run_1/detail.png
Bar = 10 um. Window x 9 to 34, y 9 to 34 um. Cells in gray, sequential cells in the stronger gray; small squares are vias.
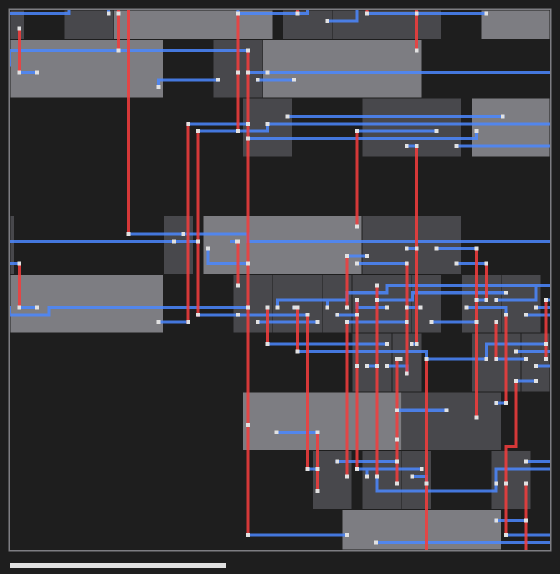
run_1/congestion.png
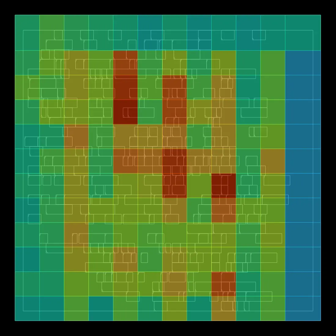
run_1/logic_types.png
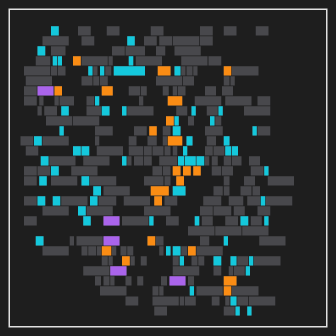
==> config.mk <==
export PLATFORM = sky130hd
export DESIGN_NAME = seg7_reader
export DESIGN_NICKNAME = d
export VERILOG_FILES = /design/src/rtl/seg7_pkg.sv /design/src/rtl/seg7_pattern_decode.sv /design/src/rtl/seg7_reader.sv
export SDC_FILE = /design/constraint.sdc
export NUM_CORES = 1
export LEC_CHECK = 0
export CORE_MARGIN = 2
export CORE_UTILIZATION = 35
export DETAILED_ROUTE_END_ITERATION = 8
export HOLD_SLACK_MARGIN = 0.03
export PLACE_DENSITY = 0.55
export SYNTH_ARGS = -nofsm -noshare
export SYNTH_HDL_FRONTEND = slang
export SYNTH_SLANG_ARGS = --single-unit
==> constraint.sdc <==
create_clock -name clk -period 4.3 [get_ports clk]
set_clock_uncertainty 0.2 [all_clocks]
set_input_delay 0.43 -clock clk [delete_from_list [all_inputs] [get_ports clk]]
set_output_delay 0.43 -clock clk [all_outputs]
set_load 0.02 [all_outputs]
==> reports/qor.csv, run 1 <==
metric;value;unit
hpwl;3258;um
routed_wirelength;4805;um
grt_pass1_vias;1734;
seq_area_frac;0.3462;
layout-drive-gt1-share;0.06294;
inv_count;4;
critical-path-max-stage-delay;0.61;ns
slew_headroom;0.5098;
period_minus_slack;3.105;ns
netlist_area;2347;um^2
maxPowerGroup;sequential cells;
synth_seq_share;0.4009;
pg_seq;456;uW
die_h;85.89;um
flop-count;47;
wl_met2;2126;um
largest_class;logic gates;
finalSetupViolCount;0;
ir_drop;0.1916;mV
yosys_area;2347;um^2
final_nets;300;
comb_power_share;0.076;
fp_nets;281;
finalHoldViolations;0;
r2r_setup_slack;1.20;ns
synth_top_area_share;0.4009;
p_switching;191.9;uW
gr-total-overflow;0;
power_frac_seq;0.573;
nWellTaps;77;
slowest_stage;dfxtp_1;
fillerInstances;632;
seq_area;940.9;um^2
grt_setup_unrepaired;false;
final-clk-cell-share;0.03499;
cp_data_required_time;4.29;ns
cp_top_family;simple AND/OR/NAND/NOR gates;
drc;0;
path_cells;and4b_4, nand4b_2, o21ai_2, or4_4, xor2_1, or4_4, nand2_1, mux2_1;
comb_area;1315;um^2
outcome;complete, no violations;
worstMarginPinSlew;0.7330;ns
syn_inst;266;
clockRootBuffer;clkbuf_8;
clk_pin_slew;0.09;ns
compound_area_frac;0.08156;
yosys_warnings;0;
signal_buffers;26;
synth_cell_types;49;
grt_pass1_wl;8114;um
hold_depth;1;
yosys.area_share.simple;0.3198;
tns;0;ns
critPathBufInv;0;
synthArstFlopShare;0;
p_clk;279;uW
dr.pass1.iters;4;
antenna-diode-count;0;
openroad.warnings;28;
grt_start_max_net_pins;45;
post_cts_buffers;0;
ios;25;
edf_count;0;
cp_common_cell;or4_4;
ys_cells;266;
top_layer;met4;
r2r_cells;8;
cp.depth;8;
## Picture notes: detail.png
Blue shows metal 1. Red shows metal 2.
27 logic cells have their middle in the window. Sequential cells in the window: 6. Most frequent: dfxtp_1 (6), inv_1 (4), o21ai_0 (4).

## Picture notes: congestion.png
GRT Max-Usage Layer: met2
met3 Track Usage GR: 0.03080
Finished Core Util: 0.4231
Global Route Usage Sum: 0.1366
met2 Track Usage GR: 0.2185

## Picture notes: logic_types.png
Cyan shows NOR gates, cells 63, most used nor2_1, where widely spread. Orange shows AND and OR gates, cells 21, most used and2_1. Purple shows adder and majority cells, cells 5, most used ha_1.
post-route non-filler standard cell count: 363
Top cell excl fill/tap: dfxtp_1
combinational fraction of the cell area: 0.4839

run 1: through the flow:
stage | hold WS, ns | power (uW) | std cells | utilization | instance area (um^2)
finish | 0.2423 | 795.4 | 363 | 0.4231 | 2718
global route | 0.2608 | 831.8 | 363 | 0.4231 | 2718
CTS | 0.2428 | 805.3 | 363 | 0.4231 | 2718
detailed placement | 0.2220 | 526.4 | 355 | 0.4083 | 2623
global placement | 0.2199 | 525.7 | 355 | 0.4083 | 2623
floorplan | 0.2138 | 504.5 | 266 | - | 2347
run 1: cell usage in the layout (no fill, tap or decap), types with 2 or more instances in the layout:
| cell | n |
|---|---|
| or4_4 | 2 |
| o21ai_0 | 8 |
| or3_1 | 2 |
| nand4_1 | 9 |
| mux2i_1 | 9 |
| dfxtp_1 | 47 |
| nand3b_1 | 2 |
| clkbuf_8 | 6 |
| nand2_1 | 21 |
| o211ai_1 | 2 |
| mux2_1 | 4 |
| nand2b_1 | 5 |
| ha_1 | 5 |
| and3_1 | 5 |
| clkdlybuf4s50_1 | 24 |
| nand3_1 | 7 |
| inv_1 | 4 |
| nor3_1 | 8 |
| o21a_1 | 2 |
| nor2b_1 | 20 |
| and2_1 | 6 |
| xnor2_1 | 10 |
| buf_4 | 2 |
| a21oi_1 | 14 |
| a31o_1 | 2 |
| nor4_1 | 4 |
| xor2_1 | 7 |
| nor2_1 | 28 |
run 1: synth_stat cells (all sizes together), types with 3 or more instances:
master   n
nand3    8
and2     6
xor2     7
inv      4
o21ai   10
xnor2   10
nand4    9
clkbuf   4
dfxtp   47
or4      3
mux2     6
buf     10
ha       5
mux2i    9
nand2   21
a21oi   14
nor4     4
nor2    28
and3     5
nor2b   20
nor3     8
nand2b   5
run_1/flops_by_reg.png
Bar = 20 um. Other sequential cells in the stronger gray, the rest of the logic in the fainter gray.
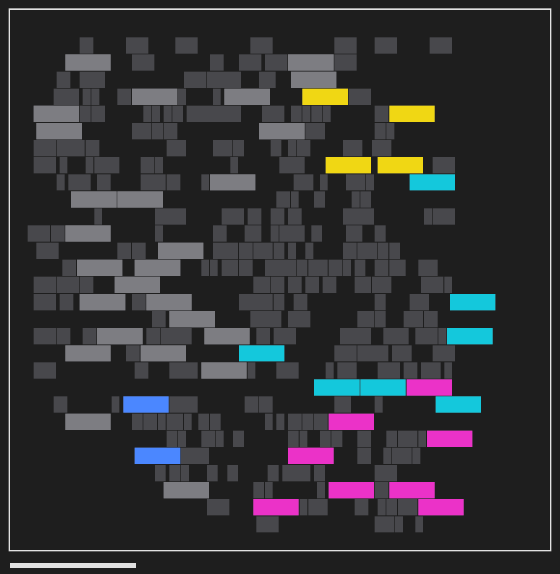

## Run 2: what changed since run 1
clock period = 3.2 ns   (was 4.3 ns; I/O delays follow)
run_2/flops_by_reg.png
Bar = 20 um. Other sequential cells in the stronger gray, the rest of the logic in the fainter gray.
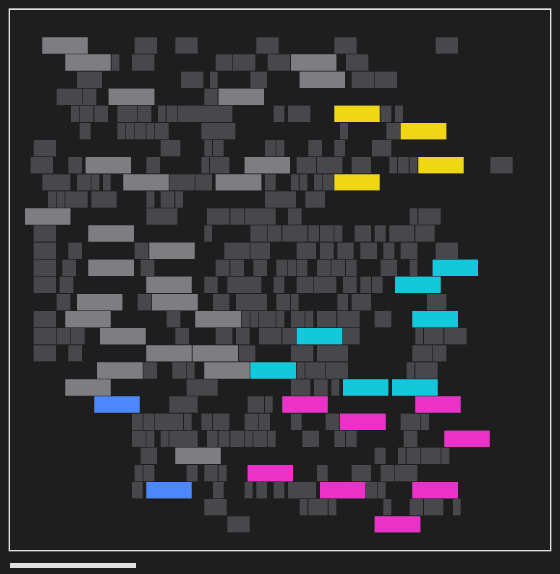
Blue shows state_r, flops 2. Cyan shows prev_r, flops 7, where east. Yellow shows digit, flops 4. Magenta shows stab_cnt_r, flops 8.
sequential cell power: 607 uW
sequential standard cell area: 940.9 um^2
Finished Core Util: 0.4327
Seq/total area: 0.3386

run_2/detail.png
Bar = 10 um. Window x 9 to 34, y 9 to 34 um. Cells in gray, sequential cells in the stronger gray; small squares are vias.
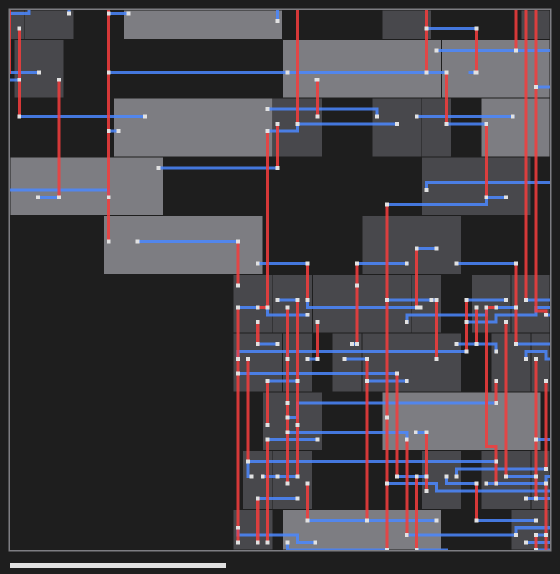
Red shows metal 2. Blue shows metal 1.
Most frequent: dfxtp_1 (7), o21ai_0 (4), a21oi_1 (4). Sequential cells in the window: 7. 32 logic cells have their middle in the window.

==> reports/qor.csv, run 2 <==
metric;value;unit
portBuffers;24;
tns;0;ns
rows;29;
grt_start_max_net_pins;29;
syn_inst;266;
post_cts_buffers;0;
hpwl;3490;um
ys_cells;266;
netlist_area;2347;um^2
grtUsageTotal;0.1374;
hold_class;reg2reg;
ios;25;
cts_resized;0;
finalHoldViolations;0;
fp_nets;281;
period_minus_slack;2.961;ns
edf_count;0;
synth_seq_share;0.4009;
fin_crit_sh;0.9253;
mux_share;0.06876;
synthArstFlopShare;0;
worstMarginPinSlew;0.4744;ns
dr.pass1.iters;4;
die_h;85.89;um
layout-drive-gt1-share;0.09122;
slew_headroom;0.6816;
yosysMostFrequentCell;dfxtp_1;
cp.arrival;2.94;ns
hold_depth;1;
yosys.area_share.simple;0.3198;
cp_data_required_time;3.18;ns
grt_setup_unrepaired;false;
clk_pin_slew;0.08;ns
grt_pass1_wl;8245;um
yosys_warnings;0;
synth_cell_types;49;
r2r_cells;8;
clockRootBuffer;clkbuf_8;
ys_sh_xor;0.06343;
yosys_area;2347;um^2
ir_drop;0.2464;mV
gr-total-overflow;0;
final_nets;310;
r2r_setup_slack;0.24;ns
antenna-diode-count;0;
flop_cell;dfxtp_1;
drc;0;
finalSetupViolCount;0;
hold_slack;0.2423;ns
numCtsBuffers;5;
synth_top_area_share;0.4009;
cp-start-kind;flip-flop;
routed_wirelength;4739;um
syn_avg_cell_area;8.824;um^2
common_cells;47 x dfxtp_1, 28 x nor2_1, 21 x nand2_1;
end_kind;flip-flop;
core_area;6422;um^2
compound_area_frac;0.08156;
top_area_cell;dfxtp_1;
final_cell_mix;47 x dfxtp_1, 28 x nor2_1, 24 x clkdlybuf4s50_1;
final_common_cell;dfxtp_1;
grt_pass1_vias;1786;
openroad.warnings;28;
outcome;complete, no violations;
-- run 2: cell types whose count changed in the layout (fill, tap and decap cells not counted), sizes merged --
cell / change
buf: +10
-- run 2: worst max-delay path, stage by stage, from the launching register on --
cell      delay, ns
dfxtp_1        0.51
and4b_4        0.26
nand4b_2       0.10
o21ai_2        0.06
or4_4          0.52
xor2_1         0.15
or4_4          0.59
nand2_1        0.14
mux2_1         0.32
-- run 2: final cells by class --
class / instances / area, um^2
clock inverters: 1 / 5.005
well taps: 77 / 96.34
inverters: 4 / 15.01
fillers: 649 / 3643
multi-input cells: 201 / 1315
clock buffers: 7 / 76.32
repair buffers: 36 / 330.3
flip-flops and latches: 47 / 940.9
-- run 2: cells by family after synthesis --
group	count (synthesis)
AND/OR/NAND/NOR	131
flip-flops	47
AND-OR/OR-AND	33
buffers and inverters	18
XOR/XNOR	17
multiplexers	15
adder cells (fa/ha/maj)	5
-- run 2: per-stage QoR --
step             util  setup WS (ns)  power [uW]  std cells  instance area [um^2]
2_1_floorplan       -         0.3897       677.9        266                  2347
3_3_place_gp   0.4200         0.2688       713.5        365                  2698
3_5_place_dp   0.4200         0.2536       713.8        365                  2698
4_1_cts        0.4327         0.2441        1058        373                  2779
5_1_grt        0.4327        0.08206        1091        373                  2779
6_report       0.4327         0.2391        1040        373                  2779
-- run 2: layer usage --
layer | global-route usage | vias to the layer above | share of wire
met5 | 0 | - | 0
met4 | 0.05772 | 0 | 0.018
met3 | 0.02984 | 6 | 0.030
met2 | 0.2156 | 25 | 0.45
met1 | 0.1825 | 883 | 0.51
li1 | - | 978 | -
-- run 2: where the power goes --
group	switching [uW]	leakage, uW	internal (uW)
combinational	50.3	0.000635	42.4
sequential	10.8	0.000382	596
clock	187	0.0000422	154
Power figures rest on the tool's default switching activity, not on a simulated workload.
